Nets reached from selected ports:
(4 px per µm)
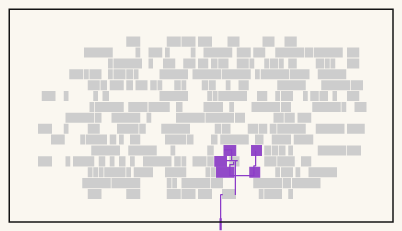
Metal layers overlaid:
(4 px per µm) Only two layers are drawn.
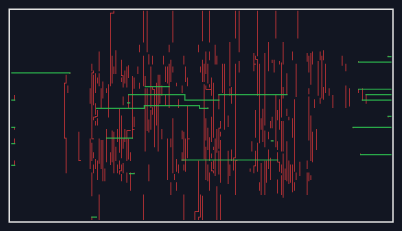
The metal 2 layer:
(6 px per µm)
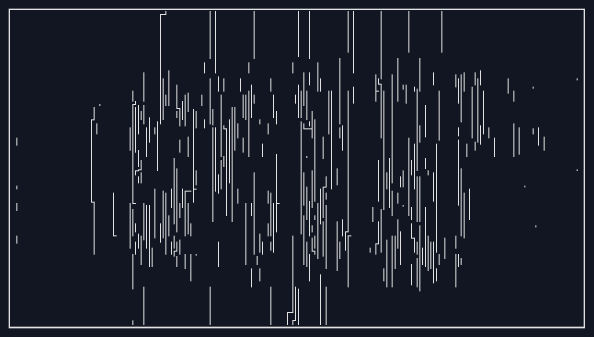
Pin placement:
(6 px per µm) Pins as bars across the die edge, other pins in grey.
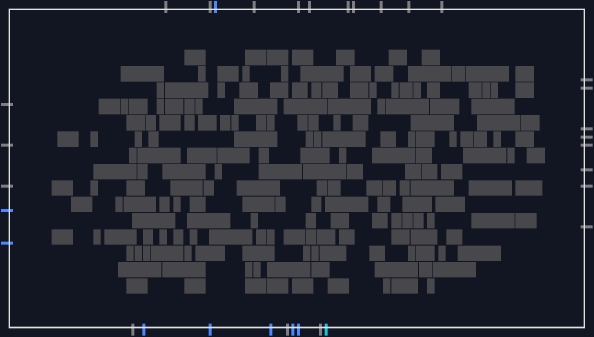
Placed standard cells:
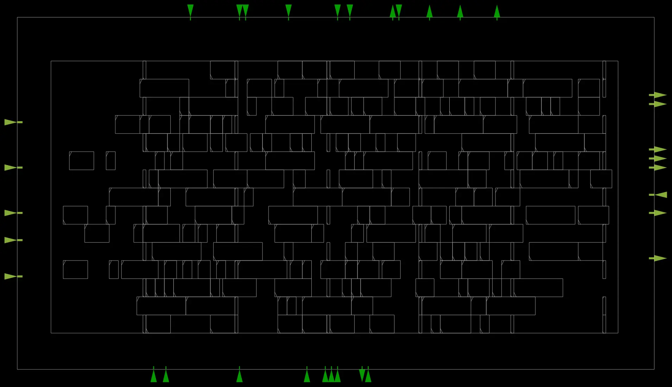
Design bit_serial_adder_flat, sky130hd; sources not shown.
==> metrics.log <==
[report] extracting results
INFO  metric syn_to_final_growth = 29.0%
INFO  metric crit_buf_inv = 1
INFO  metric synth.yosys.warnings = 0
INFO  metric tightestPinTransition = 571 ps
INFO  metric seq_power_share = 48.3%
INFO  metric status = completed
INFO  metric finalCritPeriodShare = 98.0%
INFO  metric grt_start_max_net_pins = 24
INFO  metric initial_antenna_violation_count = 0
INFO  metric mappedNetlistArea = 1470 µm²
INFO  metric synth-area-yosys = 1470 µm²
INFO  metric placedCellCount = 237
INFO  metric crit_chain = clkdlybuf4s50_1
INFO  metric cap_violations = 0
INFO  metric headroom_to_the_max_slew_limit = 61.9%
INFO  metric setup_slack = 31.5 ps
INFO  metric regToRegSetupSlack = 160 ps
INFO  metric total_switching_power = 0.546 mW
INFO  metric critPathArrivalTime = 1250 ps
INFO  metric synthFlopType = sky130_fd_sc_hd__dfxtp_1
INFO  metric synth.cells.most_frequent = sky130_fd_sc_hd__nand2_1, sky130_fd_sc_hd__dfxtp_1, sky130_fd_sc_hd__a21oi_1
INFO  metric number_of_cell_instances_after_yosys_synthesis = 160
INFO  metric syn_avg_cell_area = 9.16 µm²
INFO  metric swShare = 28.8%
INFO  metric stdcell_area = 1890 µm²
INFO  metric worst_ir_drop_vdd = 0.343 mV
INFO  metric initCoreUtil = 42.2%
INFO  metric critPathMaxStageDelay = 660 ps
INFO  metric synthArstFlopShare = 0%
INFO  metric wire_length_of_the_first_global_routing_pass = 5.33 mm
INFO  metric cp-start-kind = flip-flop
INFO  metric setup-tns-final = 0 ps
INFO  metric via_per_inst = 5.08
INFO  metric path_class = reg -> out
INFO  metric p_clk_share = 32.6%
INFO  metric synth.most_common_cell = sky130_fd_sc_hd__nand2_1
INFO  metric synth_cells = 160
## Picture notes: 'nets reached from selected ports'
bus_in_valid -> purple  # bits 1, direction input, edge bottom, end cells 5, buffers 2, wire 39.9 µm
count of boundary I/O pins: 33
Buffers on Ports: 32

## Picture notes: 'metal layers overlaid'
met2 -> red  # wire length 1,420 µm
met3 -> green  # wire length 174 µm
GR Util All Layers: 14.1%
final wirelength: 3.23 mm
wire length per cell: 13.2 µm
via count of the routed design: 1,245

## Picture notes: 'the metal 2 layer'
nets with wire on the layer = 183
main direction = vertical
longest straight run = 23.5 µm
wire length on this layer = 1,420 µm
GR met2 Demand/Resource: 20.3%

## Picture notes: 'pin placement'
bus_b_in -> blue  # pins 8, direction input, edge 5 bottom, 2 left, 1 top
bus_in_valid -> cyan  # pins 1, direction input, edge bottom
all pins by edge = 11 top, 9 bottom, 8 right, 5 left
width of the chip: 95.6 µm
vertical die dimension: 52.8 µm

## Picture notes: 'placed standard cells'
sequential share of cell area: 34.9%
non-filler instance count after layout: 245
number of sequential cells in the layout: 33
Rows: 15
Final Util: 54.5%

==> power by group through the flow <==
stage / Combinational (mW) / Clock [mW] / Sequential, mW
6_report: 0.361 / 0.618 / 0.916
5_1_grt: 0.401 / 0.680 / 0.923
4_1_cts: 0.367 / 0.631 / 0.915
3_5_place_dp: 0.369 / 0 / 0.934
3_3_place_gp: 0.365 / 0 / 0.933
2_1_floorplan: 0.242 / 0 / 0.947
==> timing repair <==
action	4_1_cts	5_1_grt
hold buffers	0	0
endpoints found under the setup margin	10	1
pin swaps	0	0
resized	10	1
endpoints found under the hold margin	0	0
==> final cells by class <==
cell class / count / area, µm²
fill: 338 / 1580
multi-input combinational: 107 / 678
sequential: 33 / 661
timing repair buffer: 39 / 375
clock buffer: 5 / 68.8
tap: 51 / 63.8
inverter: 7 / 26.3
clock inverter: 3 / 17.5
==> routing by layer <==
metal | part of all wire [%] | GRT usage [%] | wire (µm)
met1 | 49 | 18.6 | 1580
met2 | 44 | 20.3 | 1420
met3 | 5.4 | 5.02 | 174
met4 | 1.7 | 7.08 | 56
met5 | 0 | 0 | 0
==> placed cells by master (no fill, tap or decap), drive strengths merged, types with 6 or more instances in the layout <==
cell,instances
a21oi,20
nand2,37
dfxtp,33
inv,6
o22ai,6
nor2,6
a311oi,14
buf,7
dlygate4sd2,10
clkdlybuf4s50,21
==> worst min-delay path, delay by kind of cell (launching register included) <==
| kind | cells | cell delay [ps] |
|---|---|---|
| flops | 1 | 310 |
| buf+inv | 1 | 40 |
| compound gates | 1 | 80 |
==> logic make-up (layout without fill, tap and decap cells) <==
kind of cell,count (synthesis),after routing,share of synthesized area (%)
AOI/OAI and AO/OA,51,51,26.3
DFF,33,33,45.1
and+or+nand+nor,53,53,16.9
buffers and inverters,20,54,8.62
adders and majority gates,3,3,3.07
Power is estimated from default activity; no workload was simulated.
